[src/rtl/lsu_mem_initiator.sv]
// rtl/lsu_mem_initiator.sv - byte-addressed load/store initiator for a word-addressed data memory
//
// Takes load/store requests from the execute stage and turns each one into a
// short sequence of full-word reads and writes. It handles:
// - sub-word stores as read-modify-write;
// - accesses that straddle two words, split into two word accesses;
// - sign and zero extension of load data;
// - rejection of illegal width codes and out-of-range addresses.
//
// Ports:
//   clk, rst                     clock, asynchronous active-high reset
//   req_valid/req_ready          request handshake
//   req_write, req_funct3        store flag and RV32I width code
//   req_addr, req_wdata, req_rd  byte address, store data, destination tag
//   resp_valid/resp_ready        response handshake
//   resp_rdata, resp_rd          extended load data, echoed tag
//   resp_err                     illegal funct3 or out-of-range access
//   mem_write, mem_funct3        word write strobe, fixed full-word width code
//   memory_address, write_data   word index and merged write word
//   read_data                    combinational read of memory_address

module lsu_mem_initiator #(
    parameter int DEPTH = 16
) (
    input  logic        clk,
    input  logic        rst,
    input  logic        req_valid,
    output logic        req_ready,
    input  logic        req_write,
    input  logic [2:0]  req_funct3,
    input  logic [31:0] req_addr,
    input  logic [31:0] req_wdata,
    input  logic [4:0]  req_rd,
    output logic        resp_valid,
    input  logic        resp_ready,
    output logic [31:0] resp_rdata,
    output logic [4:0]  resp_rd,
    output logic        resp_err,
    output logic        mem_write,
    output logic [2:0]  mem_funct3,
    output logic [31:0] memory_address,
    output logic [31:0] write_data,
    input  logic [31:0] read_data
);

    typedef enum logic [2:0] {IDLE, RD0, WR0, RD1, WR1, RESP} state_t;

    localparam logic [30:0] DEPTH_W = 31'(DEPTH);

    function automatic logic [2:0] size_of(input logic [2:0] f3);
        case (f3[1:0])
            2'b00:   return 3'd1;
            2'b01:   return 3'd2;
            default: return 3'd4;
        endcase
    endfunction

    state_t      state_q, state_d;
    logic [31:0] addr_q, addr_d;
    logic [2:0]  funct3_q, funct3_d;
    logic [31:0] wdata_q, wdata_d;
    logic [4:0]  rd_q, rd_d;
    logic        write_q, write_d;
    logic        cross_q, cross_d;
    logic [31:0] word0_q, word0_d;
    logic [31:0] word1_q, word1_d;
    logic [31:0] resp_rdata_q, resp_rdata_d;
    logic        resp_err_q, resp_err_d;
    logic [31:0] mem_addr_q;

    // Decode of the incoming request, used only at the acceptance edge.
    // Word indices carry one extra bit so that w0+1 cannot wrap back into range.
    logic [2:0]  req_size;
    logic [3:0]  req_end;
    logic        req_cross;
    logic [30:0] req_w0, req_w1;
    logic        req_err;

    assign req_size  = size_of(req_funct3);
    assign req_end   = {2'b00, req_addr[1:0]} + {1'b0, req_size};
    assign req_cross = (req_end > 4'd4);
    assign req_w0    = {1'b0, req_addr[31:2]};
    assign req_w1    = req_w0 + 31'd1;

    always_comb begin
        req_err = 1'b0;
        if (req_funct3 == 3'b011 || req_funct3[2:1] == 2'b11) req_err = 1'b1;
        if (req_write && req_funct3[2])                        req_err = 1'b1;
        if (req_w0 >= DEPTH_W)                                 req_err = 1'b1;
        if (req_cross && req_w1 >= DEPTH_W)                    req_err = 1'b1;
    end

    // Decode of the latched request.
    logic [1:0]  off;
    logic [31:0] w0, w1;
    logic [3:0]  size_mask;
    logic [7:0]  byte_mask;
    logic [63:0] bit_mask;
    logic [63:0] lane_data;
    logic [31:0] merge0, merge1;

    assign off = addr_q[1:0];
    assign w0  = {2'b00, addr_q[31:2]};
    assign w1  = w0 + 32'd1;

    // Store data and its byte mask are placed across an 8-byte window
    // {word1, word0}; the low half goes to WR0 and the high half to WR1.
    always_comb begin
        case (funct3_q[1:0])
            2'b00:   size_mask = 4'b0001;
            2'b01:   size_mask = 4'b0011;
            default: size_mask = 4'b1111;
        endcase
        byte_mask = {4'b0000, size_mask} << off;
        bit_mask  = '0;
        for (int i = 0; i < 8; i++) begin
            bit_mask[i*8 +: 8] = {8{byte_mask[i]}};
        end
        lane_data = {32'h0, wdata_q} << {off, 3'b000};
        merge0    = (word0_q & ~bit_mask[31:0])  | (lane_data[31:0]  & bit_mask[31:0]);
        merge1    = (word1_q & ~bit_mask[63:32]) | (lane_data[63:32] & bit_mask[63:32]);
    end

    // Load result: in RD1 the window is {word1 from memory, captured word0};
    // in RD0 (non-crossing) only the current word matters.
    logic [63:0] load_window;
    logic [31:0] load_win;
    logic [31:0] load_result;

    always_comb begin
        load_window = (state_q == RD1) ? {read_data, word0_q} : {32'h0, read_data};
        load_win    = 32'(load_window >> {off, 3'b000});
        case (funct3_q)
            3'b000:  load_result = {{24{load_win[7]}}, load_win[7:0]};
            3'b100:  load_result = {24'h0, load_win[7:0]};
            3'b001:  load_result = {{16{load_win[15]}}, load_win[15:0]};
            3'b101:  load_result = {16'h0, load_win[15:0]};
            default: load_result = load_win;
        endcase
    end

    always_comb begin
        state_d      = state_q;
        addr_d       = addr_q;
        funct3_d     = funct3_q;
        wdata_d      = wdata_q;
        rd_d         = rd_q;
        write_d      = write_q;
        cross_d      = cross_q;
        word0_d      = word0_q;
        word1_d      = word1_q;
        resp_rdata_d = resp_rdata_q;
        resp_err_d   = resp_err_q;
        case (state_q)
            IDLE: begin
                if (req_valid) begin
                    addr_d       = req_addr;
                    funct3_d     = req_funct3;
                    wdata_d      = req_wdata;
                    rd_d         = req_rd;
                    write_d      = req_write;
                    cross_d      = req_cross;
                    resp_rdata_d = 32'h0;
                    resp_err_d   = req_err;
                    state_d      = req_err ? RESP : RD0;
                end
            end
            RD0: begin
                word0_d = read_data;
                if (write_q) begin
                    state_d = WR0;
                end else if (cross_q) begin
                    state_d = RD1;
                end else begin
                    resp_rdata_d = load_result;
                    state_d      = RESP;
                end
            end
            WR0: begin
                state_d = cross_q ? RD1 : RESP;
            end
            RD1: begin
                word1_d = read_data;
                if (write_q) begin
                    state_d = WR1;
                end else begin
                    resp_rdata_d = load_result;
                    state_d      = RESP;
                end
            end
            WR1: begin
                state_d = RESP;
            end
            RESP: begin
                if (resp_ready) state_d = IDLE;
            end
            default: state_d = IDLE;
        endcase
    end

    // Memory-side outputs decode straight from state so that an asynchronous
    // reset removes the write strobe in the same cycle.
    always_comb begin
        mem_write      = 1'b0;
        write_data     = 32'h0;
        memory_address = mem_addr_q;
        case (state_q)
            RD0: memory_address = w0;
            WR0: begin
                memory_address = w0;
                mem_write      = 1'b1;
                write_data     = merge0;
            end
            RD1: memory_address = w1;
            WR1: begin
                memory_address = w1;
                mem_write      = 1'b1;
                write_data     = merge1;
            end
            default: ;
        endcase
    end

    assign req_ready  = (state_q == IDLE);
    assign resp_valid = (state_q == RESP);
    assign resp_rdata = resp_rdata_q;
    assign resp_rd    = rd_q;
    assign resp_err   = resp_err_q;
    assign mem_funct3 = 3'b010;

    always_ff @(posedge clk or posedge rst) begin
        if (rst) begin
            state_q      <= IDLE;
            addr_q       <= 32'h0;
            funct3_q     <= 3'b000;
            wdata_q      <= 32'h0;
            rd_q         <= 5'd0;
            write_q      <= 1'b0;
            cross_q      <= 1'b0;
            word0_q      <= 32'h0;
            word1_q      <= 32'h0;
            resp_rdata_q <= 32'h0;
            resp_err_q   <= 1'b0;
            mem_addr_q   <= 32'h0;
        end else begin
            state_q      <= state_d;
            addr_q       <= addr_d;
            funct3_q     <= funct3_d;
            wdata_q      <= wdata_d;
            rd_q         <= rd_d;
            write_q      <= write_d;
            cross_q      <= cross_d;
            word0_q      <= word0_d;
            word1_q      <= word1_d;
            resp_rdata_q <= resp_rdata_d;
            resp_err_q   <= resp_err_d;
            mem_addr_q   <= memory_address;
        end
    end

endmodule

[config.mk]
export PLATFORM = sky130hd
export DESIGN_NAME = lsu_mem_initiator
export DESIGN_NICKNAME = d
export VERILOG_FILES = /design/src/rtl/lsu_mem_initiator.sv
export SDC_FILE = /design/constraint.sdc
export NUM_CORES = 1
export LEC_CHECK = 0
export CORE_MARGIN = 4
export CORE_UTILIZATION = 37
export CTS_CLUSTER_SIZE = 40
export DETAILED_ROUTE_END_ITERATION = 6
export PLACE_DENSITY = 0.71
export SYNTH_ARGS = -nofsm -noshare
export SYNTH_HDL_FRONTEND = slang
export SYNTH_SLANG_ARGS = --single-unit
[constraint.sdc]
create_clock -name clk -period 7.6 [get_ports clk]
set_input_delay 1.52 -clock clk [delete_from_list [all_inputs] [get_ports clk]]
set_output_delay 1.52 -clock clk [all_outputs]
set_load 0.005 [all_outputs]
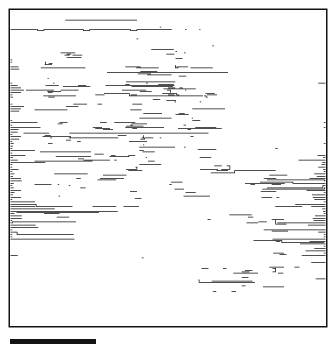
run_1/m3.png
Bar = 50 um.
wire length on this layer: 2910 um
share of all routed wire: 7.5%
met3 Usage GRT: 3.93%
Vias: 10674

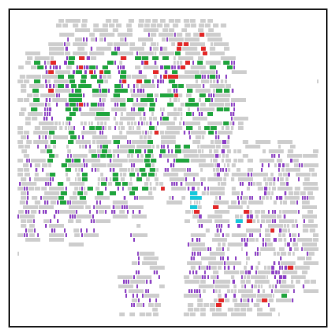
run_1/gates.png
legend:
  nand cells:
    color: purple
    cells: 495
    most_used: nand2_1
    where: spread over the die
  fa/ha/maj cells:
    color: cyan
    cells: 4
    most_used: ha_1
    where: center
  mux cells:
    color: green
    cells: 145
    most_used: mux2i_1
  non-inverting ao/oa cells:
    color: red
    cells: 35
    most_used: o21a_1
logic share of the area: 40.5%
Commonest Layout Cell: nand2_1
Layout Cells excl Fill: 1869

==> flow_summary.toml, run 1 <==
# implementation run metrics
[run_status]
status = "complete, no violations"

[sta]
relSlewSlack_pct = 20.2
worst_pin_slew_ns = 1.20
rsz0062_at_grt = "no"
clock_skew_ns = 0.0100
post-route-period-util_pct = 78.3
drv_slew = 0

[global_route]
grt_pass1_wl_um = 60000
use_met1_pct = 30.6
grt_use_met2_pct = 36.4
grt_usage_pct = 22.2

[setup_path]
path_cells = "or3b_2 -> nand2_1 -> nor2_2 -> nand2_1 -> o311ai_0 -> clkdlybuf4s50_1"
cp-endpoint = "memory_address[16]"
reg2reg_to = "mem_addr_q[16]"
crit_path_start_kind = "flip-flop"
r2r_setup_slack_ns = 4.13
crit_fanout = 30

[power_and_ir_drop]
p_leak_nw = 6.51
power_frac_clock_pct = 18.2
swShare_pct = 41.0
p_per_area_nw_per_um2 = 431
pg_seq_w = 0.00213
p_int_w = 0.00373
clockNetworkPower_w = 0.00115
p_seq_share_pct = 33.7

[placed_design]
dpl.cell_count = 1828
place_ws_ns = 2.23
place_area_um2 = 13900

[cells_and_area]
logic_area_um2 = 5930
comb.multi_input.count = 989
nets = 1571
inverters = 10
mostFrequentLayoutCells = "433 x nand2_1, 213 x clkdlybuf4s50_1, 204 x dfrtp_1, 74 x mux2i_1"
largest_cell_class = "combinational gates"
clkbuf_count = 35
seq_cells = 206
flop_area_um2 = 5160

[worst_hold_path]
hp-class = "reg2reg"
hold_end = "resp_err"

[synth]
topCombFamilyByArea = "simple AND/OR/NAND/NOR gates"
ys_sh_simple_pct = 21.6
yosysTopAreaCellShare_pct = 44.7
yosys_area_um2 = 11500
edf_count = 0
ys_seq_elements = 206
synthXorXnorAreaFrac_pct = 0
yosysWarnings = 0
synth_area_um2 = 11500

[detailed_routing]
wl_met2_um = 18500
drc = 0
antenna_left = 0

[clock_network]
htreeDepth = 1
hold_buffers = 0
cts_root_buffer = "clkbuf_16"
cts_max_path_buffers = 3

[floorplanning]
taps = 396
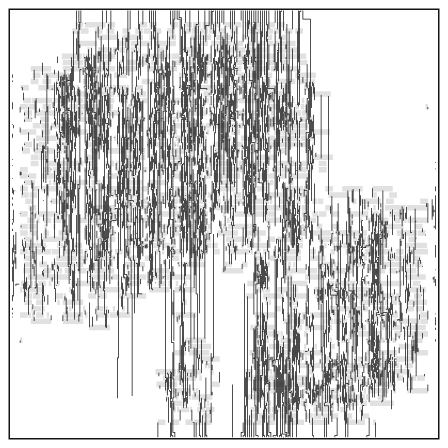
run_1/m2.png
Cells faint in the background.
share of all routed wire: 47%
wire length on this layer: 18500 um

## Run 2: what changed since run 1
Settings changed: PLACE_DENSITY 0.71 to 0.69.
Clock period 7.6 ns to 6.15 ns, I/O delays scaled along.
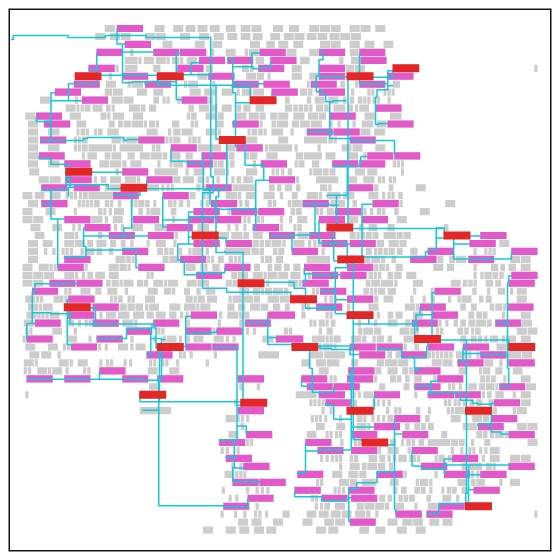
run_2/clock_wires.png
legend:
  clock wires:
    color: cyan
    length: 3000 um
  clock-net drivers:
    color: red
    count: 26
  flip-flops:
    color: magenta
    count: 206
routed clock nets: 27
P_clk: 0.00148 W
worst skew pair latency: 0.52 ns
Worst Clk Skew: 0.00767 ns

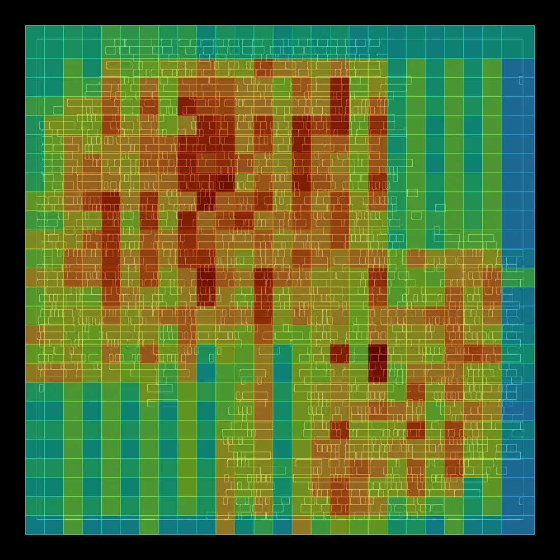
run_2/congestion_map.png
grt peak-use layer: met2
post-layout util: 48.1%
WL per Instance: 20.5 um
met3 Usage GRT: 5.39%

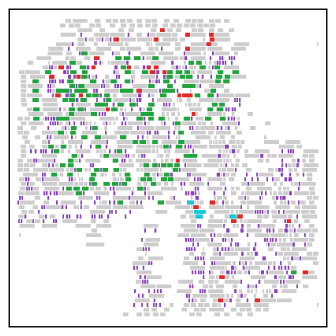
run_2/gates.png
legend:
  mux cells:
    color: green
    cells: 145
    most_used: mux2i_1
  nand cells:
    color: purple
    cells: 495
    most_used: nand2_1
    where: spread over the die
  fa/ha/maj cells:
    color: cyan
    cells: 4
    most_used: ha_1
  non-inverting ao/oa cells:
    color: red
    cells: 35
    most_used: o21a_1

==> run 2 against run 1 <==
- clock skew down 0.0024 ns
- combinational power up 24%
- setup slack worse by 0.65 ns
- critical endpoint is now memory_address[12]
- critical path type unchanged
- sequential power up 24%
- largest power group unchanged
- via count about the same
- highest routed layer unchanged
==> flow_summary.toml, run 2 <==
# implementation run metrics
[run_status]
status = "complete, no violations"

[floorplanning]
taps = 396
coreArea_um2 = 30700

[power_and_ir_drop]
p_int_w = 0.00469
p_per_area_nw_per_um2 = 535
swShare_pct = 40.6
largestPowerGroup = "combinational cells"
power_frac_clock_pct = 18.7
p_seq_share_pct = 33.5

[cells_and_area]
finalInstanceArea_um2 = 14700
clkbuf_count = 40
nets = 1576
n_antenna_cell = 1
sh_comb_area_pct = 40.3
largest_cell_class = "combinational gates"
flop_area_um2 = 5160
lay_top_count = "nand2_1"
mostFrequentLayoutCells = "433 x nand2_1, 213 x clkdlybuf4s50_1, 204 x dfrtp_1, 74 x mux2i_1"
stdcell_count = 1877
fillers = 2923
seq_cells = 206
comb.multi_input.count = 989
inverters = 10

[setup_path]
path_cells = "or3b_2 -> nand2_1 -> nand2_1 -> o311ai_0 -> clkdlybuf4s50_1"
r2r_setup_slack_ns = 2.97
crit_fanout = 26
cp-endpoint = "memory_address[12]"
crit_path_start_kind = "flip-flop"
reg2reg_to = "resp_rdata[10]"

[worst_hold_path]
hold_depth = 2
hold_end = "resp_rd[1]"

[sta]
worst_pin_slew_ns = 1.32
drv_slew = 0
post-route-period-util_pct = 83.7
rsz0062_at_grt = "no"
relSlewSlack_pct = 11.6

[synth]
synth_area_um2 = 11500
yosysTopAreaCellShare_pct = 44.7
ys_sh_simple_pct = 21.6
ys_seq_elements = 206
yosys_area_um2 = 11500
yosysWarnings = 0
edf_count = 0
topCombFamilyByArea = "simple AND/OR/NAND/NOR gates"
synthXorXnorAreaFrac_pct = 0

[placed_design]
place_area_um2 = 13900
place_ws_ns = 1.55
port_buffers = 213
dpl.cell_count = 1831

[global_route]
grt_usage_pct = 22.1
grt_use_met2_pct = 35.5
use_met1_pct = 30.0
grt_pass1_wl_um = 59900

[clock_network]
cts_max_path_buffers = 3
htreeDepth = 1
hold_buffers = 0

[detailed_routing]
antenna_left = 0
drc = 0
via_count = 10667
wl_met2_um = 18100
Power is estimated from default activity; no workload was simulated.
